===== src/rtl/roic_stream_sequencer.sv =====
// roic_stream_sequencer: walks the ROIC readout channels line by line, pops
// one sample per transfer from the selected channel and forwards the A/B words
// on a registered AXI-stream style output with frame/line markers.
module roic_stream_sequencer #(
    parameter int NUM_CH = 12,
    parameter int DATA_W = 24,
    parameter int CNT_W  = 16
) (
    input  logic                           sys_clk,
    input  logic                           sys_rst,
    input  logic                           frame_start_req,
    input  logic                           frame_abort,
    input  logic                           dummy_frame,
    input  logic [CNT_W-1:0]               max_h_count,
    input  logic [CNT_W-1:0]               max_v_count,
    input  logic [NUM_CH-1:0][DATA_W-1:0]  ch_data_a,
    input  logic [NUM_CH-1:0][DATA_W-1:0]  ch_data_b,
    input  logic [NUM_CH-1:0]              ch_valid,
    output logic [NUM_CH-1:0]              data_read_req,
    output logic                           m_axis_tvalid,
    input  logic                           m_axis_tready,
    output logic [DATA_W-1:0]              m_axis_tdata_a,
    output logic [DATA_W-1:0]              m_axis_tdata_b,
    output logic                           m_axis_tlast,
    output logic                           m_axis_tuser,
    output logic                           frame_start_out,
    output logic                           frame_done,
    output logic                           frame_reset,
    output logic                           busy
);

    localparam int CH_W = $clog2(NUM_CH);
    localparam logic [CH_W-1:0] LAST_CH = CH_W'(NUM_CH - 1);

    localparam logic [2:0] IDLE   = 3'd0;
    localparam logic [2:0] LOAD   = 3'd1;
    localparam logic [2:0] STREAM = 3'd2;
    localparam logic [2:0] DRAIN  = 3'd3;
    localparam logic [2:0] DONE   = 3'd4;

    logic [2:0]       state;
    logic [CNT_W-1:0] h_lat;
    logic [CNT_W-1:0] v_lat;
    logic             dummy_lat;
    logic [CH_W-1:0]  ch_cnt;
    logic [CNT_W-1:0] smp_cnt;
    logic [CNT_W-1:0] line_cnt;

    logic out_free;
    logic xfer;
    logic abort_hit;
    logic last_smp;
    logic last_ch;
    logic last_line;

    // Transfer decision: selected channel has data and the output slot is free.
    always_comb begin
        out_free      = !m_axis_tvalid || m_axis_tready;
        abort_hit     = frame_abort && (state != IDLE);
        xfer          = (state == STREAM) && out_free && ch_valid[ch_cnt] && !frame_abort;
        data_read_req = xfer ? (NUM_CH'(1) << ch_cnt) : '0;
        last_smp      = (smp_cnt == h_lat - CNT_W'(1));
        last_ch       = (ch_cnt == LAST_CH);
        last_line     = (line_cnt == v_lat - CNT_W'(1));
    end

    // Status outputs decoded from the state; an abort in DONE suppresses frame_done.
    always_comb begin
        busy            = (state != IDLE);
        frame_start_out = (state == LOAD);
        frame_done      = (state == DONE) && !frame_abort;
    end

    // Frame FSM, configuration latch and sample/channel/line counters.
    always_ff @(posedge sys_clk) begin
        if (sys_rst) begin
            state       <= IDLE;
            h_lat       <= '0;
            v_lat       <= '0;
            dummy_lat   <= 1'b0;
            ch_cnt      <= '0;
            smp_cnt     <= '0;
            line_cnt    <= '0;
            frame_reset <= 1'b0;
        end else begin
            frame_reset <= 1'b0;
            if (abort_hit) begin
                state       <= IDLE;
                frame_reset <= 1'b1;
            end else begin
                case (state)
                    IDLE: if (frame_start_req) state <= LOAD;
                    LOAD: begin
                        h_lat     <= max_h_count;
                        v_lat     <= max_v_count;
                        dummy_lat <= dummy_frame;
                        ch_cnt    <= '0;
                        smp_cnt   <= '0;
                        line_cnt  <= '0;
                        state     <= (max_h_count == '0 || max_v_count == '0) ? DONE : STREAM;
                    end
                    STREAM: if (xfer) begin
                        if (!last_smp) begin
                            smp_cnt <= smp_cnt + CNT_W'(1);
                        end else begin
                            smp_cnt <= '0;
                            if (!last_ch) begin
                                ch_cnt <= ch_cnt + CH_W'(1);
                            end else begin
                                ch_cnt <= '0;
                                if (last_line) state <= DRAIN;
                                else           line_cnt <= line_cnt + CNT_W'(1);
                            end
                        end
                    end
                    DRAIN:   if (out_free) state <= DONE;
                    DONE:    state <= IDLE;
                    default: state <= IDLE;
                endcase
            end
        end
    end

    // Output register: loads on a transfer (unless dummy), drops valid once accepted.
    always_ff @(posedge sys_clk) begin
        if (sys_rst) begin
            m_axis_tvalid  <= 1'b0;
            m_axis_tlast   <= 1'b0;
            m_axis_tuser   <= 1'b0;
            m_axis_tdata_a <= '0;
            m_axis_tdata_b <= '0;
        end else if (abort_hit) begin
            m_axis_tvalid <= 1'b0;
            m_axis_tlast  <= 1'b0;
            m_axis_tuser  <= 1'b0;
        end else if (xfer) begin
            if (!dummy_lat) begin
                m_axis_tvalid  <= 1'b1;
                m_axis_tdata_a <= ch_data_a[ch_cnt];
                m_axis_tdata_b <= ch_data_b[ch_cnt];
                m_axis_tuser   <= (line_cnt == '0) && (ch_cnt == '0) && (smp_cnt == '0);
                m_axis_tlast   <= last_ch && last_smp;
            end
        end else if (m_axis_tready) begin
            m_axis_tvalid <= 1'b0;
        end
    end

endmodule

===== config.mk =====
export PLATFORM = sky130hd
export DESIGN_NAME = roic_stream_sequencer
export DESIGN_NICKNAME = d
export VERILOG_FILES = /design/src/rtl/roic_stream_sequencer.sv
export SDC_FILE = /design/constraint.sdc
export NUM_CORES = 1
export LEC_CHECK = 0
export ABC_AREA = 0
export ABC_CLOCK_PERIOD_IN_PS = 3000
export CORE_AREA = 2 2 271 273
export CTS_CLUSTER_SIZE = 16
export DETAILED_ROUTE_END_ITERATION = 10
export DIE_AREA = 0 0 273 275
export GPL_TIMING_DRIVEN = 1
export SLEW_MARGIN = 0
export SYNTH_ARGS = -nofsm -noshare
export SYNTH_HDL_FRONTEND = slang
export SYNTH_SLANG_ARGS = --single-unit
export TNS_END_PERCENT = 30

===== constraint.sdc =====
create_clock -name sys_clk -period 3 [get_ports sys_clk]
set_input_delay 0.3 -clock sys_clk [delete_from_list [all_inputs] [get_ports sys_clk]]
set_output_delay 0.3 -clock sys_clk [all_outputs]
set_load 0.005 [all_outputs]

### Clock wires, drivers and flops

Bar = 100 um.
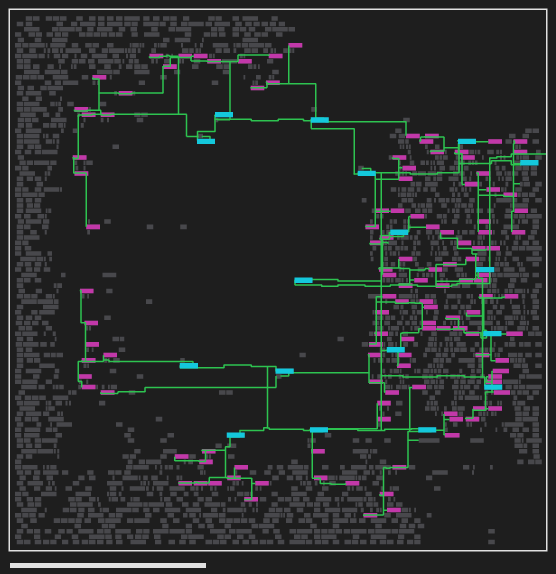
Magenta shows flip-flops, count 124. Cyan shows clock-net drivers, count 17. Green shows clock wires, length 2,820 um.
Position of the flops: spread over the die.

### Congestion heat map

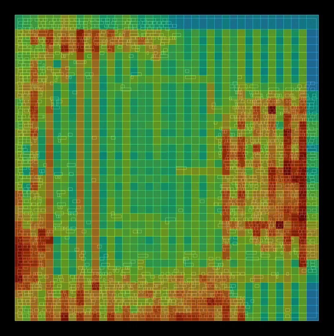
final core area utilization: 27.4%
M3 GR Usage: 7.10%
global routing usage on met1: 21.2%
met2 Use GR: 29.5%

### Met2 routing

Cells faint in the background.
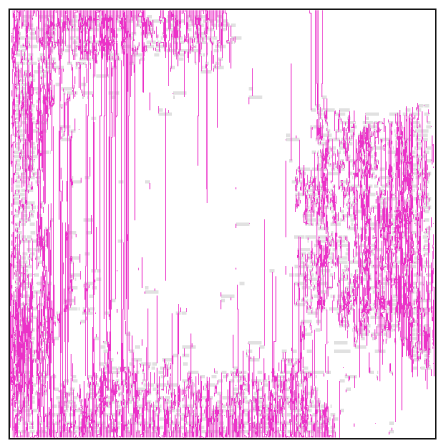
The wires run mostly vertical. The layer holds 48% of the routed length. The longest straight run is 219 um. 2,159 nets have wire on it.

## state kept, by name (all words and copies together), names as in the netlist
name / flops
ch_cnt: 4
state: 3
h_lat: 16
m_axis_tvalid: 1
line_cnt: 16
frame_reset: 1
m_axis_tdata_b: 24
m_axis_tdata_a: 24
dummy_lat: 1
smp_cnt: 16
v_lat: 16
m_axis_tuser: 1
m_axis_tlast: 1
## metal layers
metal / vias up / wire [um] / global-route usage, %
met5: - / 58 / 0
met4: 10 / 2220 / 7.78
met3: 121 / 7440 / 7.10
met2: 692 / 33500 / 29.5
met1: 6219 / 26900 / 21.2
li1: 5864 / - / -
## where the power goes
| part | internal (uW) | leakage [uW] | switching, uW |
|---|---|---|---|
| logic | 1240 | 0.00524 | 735 |
| clock network | 1230 | 0.000287 | 932 |
| registers | 1700 | 0.00101 | 51.4 |
| total | 4180 | 0.00654 | 1720 |
## through the flow
stage / power [uW] / instances / util (%) / setup slack, ps
final: 5900 / 2849 / 27.4 / 74.4
after global routing: 6190 / 2846 / 27.4 / -52.5
after CTS: 5960 / 2836 / 27.2 / -36.5
after detailed placement: 3730 / 2805 / 26.4 / -42.0
after global placement: 3720 / 2805 / 26.4 / -55.5
after floorplan: 2480 / 1184 / - / 9.53
## worst reg2reg max path, stage by stage, from the launching register on
cell and delay [ps]:
dfxtp_2 320, or3_4 400, nor4_4 260, and3_4 250, a211oi_1 70, o31a_1 310, nor4b_4 380, o22ai_2 170
buf_4 200, or3_1 350, a21oi_1 140
## how the worst max path moves through the flow
stage	depth (start not counted)	slack, ps	endpoint
2_1_floorplan	14	10	line_cnt[1]
4_1_cts	12	-40	line_cnt[14]
5_1_grt	10	-50	line_cnt[9]
6_report	10	70	line_cnt[7]
3_3_place_gp	12	-60	line_cnt[14]
3_5_place_dp	12	-40	line_cnt[14]
==> results.txt <==
The synthesis and place-and-route flow finished, so here is a summary.

The total count of hold-check failures in the final report is 0. The count of inverters not on the clock network in the layout came out at 24. Per the post-synthesis stats, the area per cell is ~9.0 sq um. The initial antenna violation count came out at 40. The via-per-instance ratio is between 4 and 5.

The routed length per instance came out at 24.6 um. Per the synthesis report, the dominant area consumer among library cells is mux4_2. The fraction of cell area in multi-input combinational cells is reported as about 39%.

The proportion of layout cells with a drive suffix above 1 is 16.0%. The total of fill cells in the finished design is between 7,000 and 8,000. The tap cell count is around 960.

Per the STA report, the cell with the highest stage delay on the worst path is or3_4. The height of the die is approximately 280 um. The total CTS buffers came out at 17. The achievable frequency is 0.342 GHz.

The hold path depth came out at 2. The yosys synthesis warning count came out at 0. Per STA, the worst path accumulates the most delay in the family simple AND/OR/NAND/NOR gates. The worst path required time came out at ~3400 ps.

The maximum ir drop on the vdd rail is 0.000425 V. The critical path is of the reg -> reg type. The number of sequential cells came out at between 100 and 150.

The global-route wire length before repair is approximately 95,000 um. Ranked by total cell area, the synthesized netlist is headed by mux4_2 31%, dfxtp_1 23%, nand2_1 7.0%, a21oi_1 4.9%, a211oi_1 3.6%. The final net count came out at 2,504. The hold slack came out at between 300 and 400 ps. The share of async-settable or async-resettable flops after synthesis is 0%. According to the floorplan report, the total die area is around 75,000 sq um. The combined area of all synthesized cells came out at 10,700 sq um. The quantity of hold-fixing buffers added after cts came out at 0. The H-tree depth came out at 4. The setup violation total in the final timing report came out at 0. The number of clock-tree buffers in the layout came out at 21. Buffers placed on the I/O ports in this run total between 600 and 700.

In this run the remaining antenna-violating nets after routing total 0. The standard-cell row count came out at around 99. The area fraction in compound gates after synthesis came out at 12.7%. The post-route DRC violation count came out at 0. The relative area of clock buffers and inverters in the final design came out at approximately 3%. The reg-to-reg setup timing slack came out at ~74 ps. The primary flip-flop cell chosen by synthesis mapping is dfxtp_1. The area taken by flip-flops and latches came out at 2500 sq um.

The run finished with clean final reports. The number of cells produced by synthesis came out at around 1,200. The growth of design area from synthesis to finish is 86.0%.

Per STA, the highest per-stage delay on the worst path measures approximately 400 ps. After synthesis, the most frequently instantiated cells are 198 x nand2_1, 147 x mux4_2, 124 x dfxtp_1. For reference, the top logic cell family by area is multiplexers.

The startpoint of the lowest-slack hold path is sys_rst. In the Yosys stats the netlist draws on roughly 60 distinct library cells. The worst path buffer plus inverter count came out at 1. The actual slew at the worst max-slew pin came out at about 800 ps. The number of multi-input combinational cells in the layout is approximately 930. The total negative slack for setup checks came out at 0 ps. The time the worst path needs with I/O delays and setup is around 2900 ps.

The endpoint of the worst register-to-register path is line_cnt[7]. The final standard cell area without fillers is between 15,000 and 20,000 sq um. The core region area is between 70,000 and 80,000 sq um.

The power density of the placed cells came out at 297 nW/um^2. Ranking logic cells in the layout by count gives the top entries 690 x clkdlybuf4s50_1, 198 x nand2_1, 147 x mux4_2. The number of global-route vias before repair came to 12,748. The portion of the layout cell area used by non-clock buffers is 38.5%.

The flop share of the area came out at between 10% and 20%. The latest clock arrival within the worst-skew pair is 480 ps. The register clock-pin slew on the reported worst setup and hold paths is about 60 ps. The number of cells on the worst reg-to-reg path came out at 10. The worst hold path terminates at line_cnt[1]. The die span in x came out at ~270 um. The max-slew violation total from the final report came out at 0.

The maximum fanout count along the critical path is 14. The number of synthesized register bits came out at roughly 120. The most frequent standard cell in the layout excluding fill and tap cells is clkdlybuf4s50_1.

The number of buffers between clock root and the deepest sink came out at 2. According to the timing report, the critical path is launched from h_lat[8]. Setup repair after global routing could not meet its margin everywhere. The global routing usage summed across all routing layers is between 10% and 20%. The report lists the cells along the critical path as or3_4 > nor4_4 > and3_4 > a211oi_1 > o31a_1 > nor4b_4 > o22ai_2 > buf_4 > or3_1 > a21oi_1. The number of cells in Yosys stat came out at around 1,200.

The length of the first detailed-routing pass in iterations came out at 6. When the netlist entered floorplanning its net count stood at around 1,800. STA reports the tightest min-delay check as being of type in -> reg. The fraction of synthesized cell area taken by the top area cell type is 31.1%. The post-placement cell area is about 19,000 sq um. The area share of fa/ha/maj cells after synthesis is about 1.4%. The layout buffer count excluding clock buffers is roughly 770. The final timing summary puts the cycle share of the worst path at 97.5%. The post-cts gate resize count came out at 11. After global routing the overflow that remains totals 0. The type of origin of the critical path is a flop. The count of warning messages emitted by the tools is 34. The global placement routability congestion is roughly 0.95.

The post-synthesis xor/xnor area fraction is a little over 4%. In this run the critical register-to-register path is launched from h_lat[8].
No activity file was given, so power comes from the tool's default toggle rates.
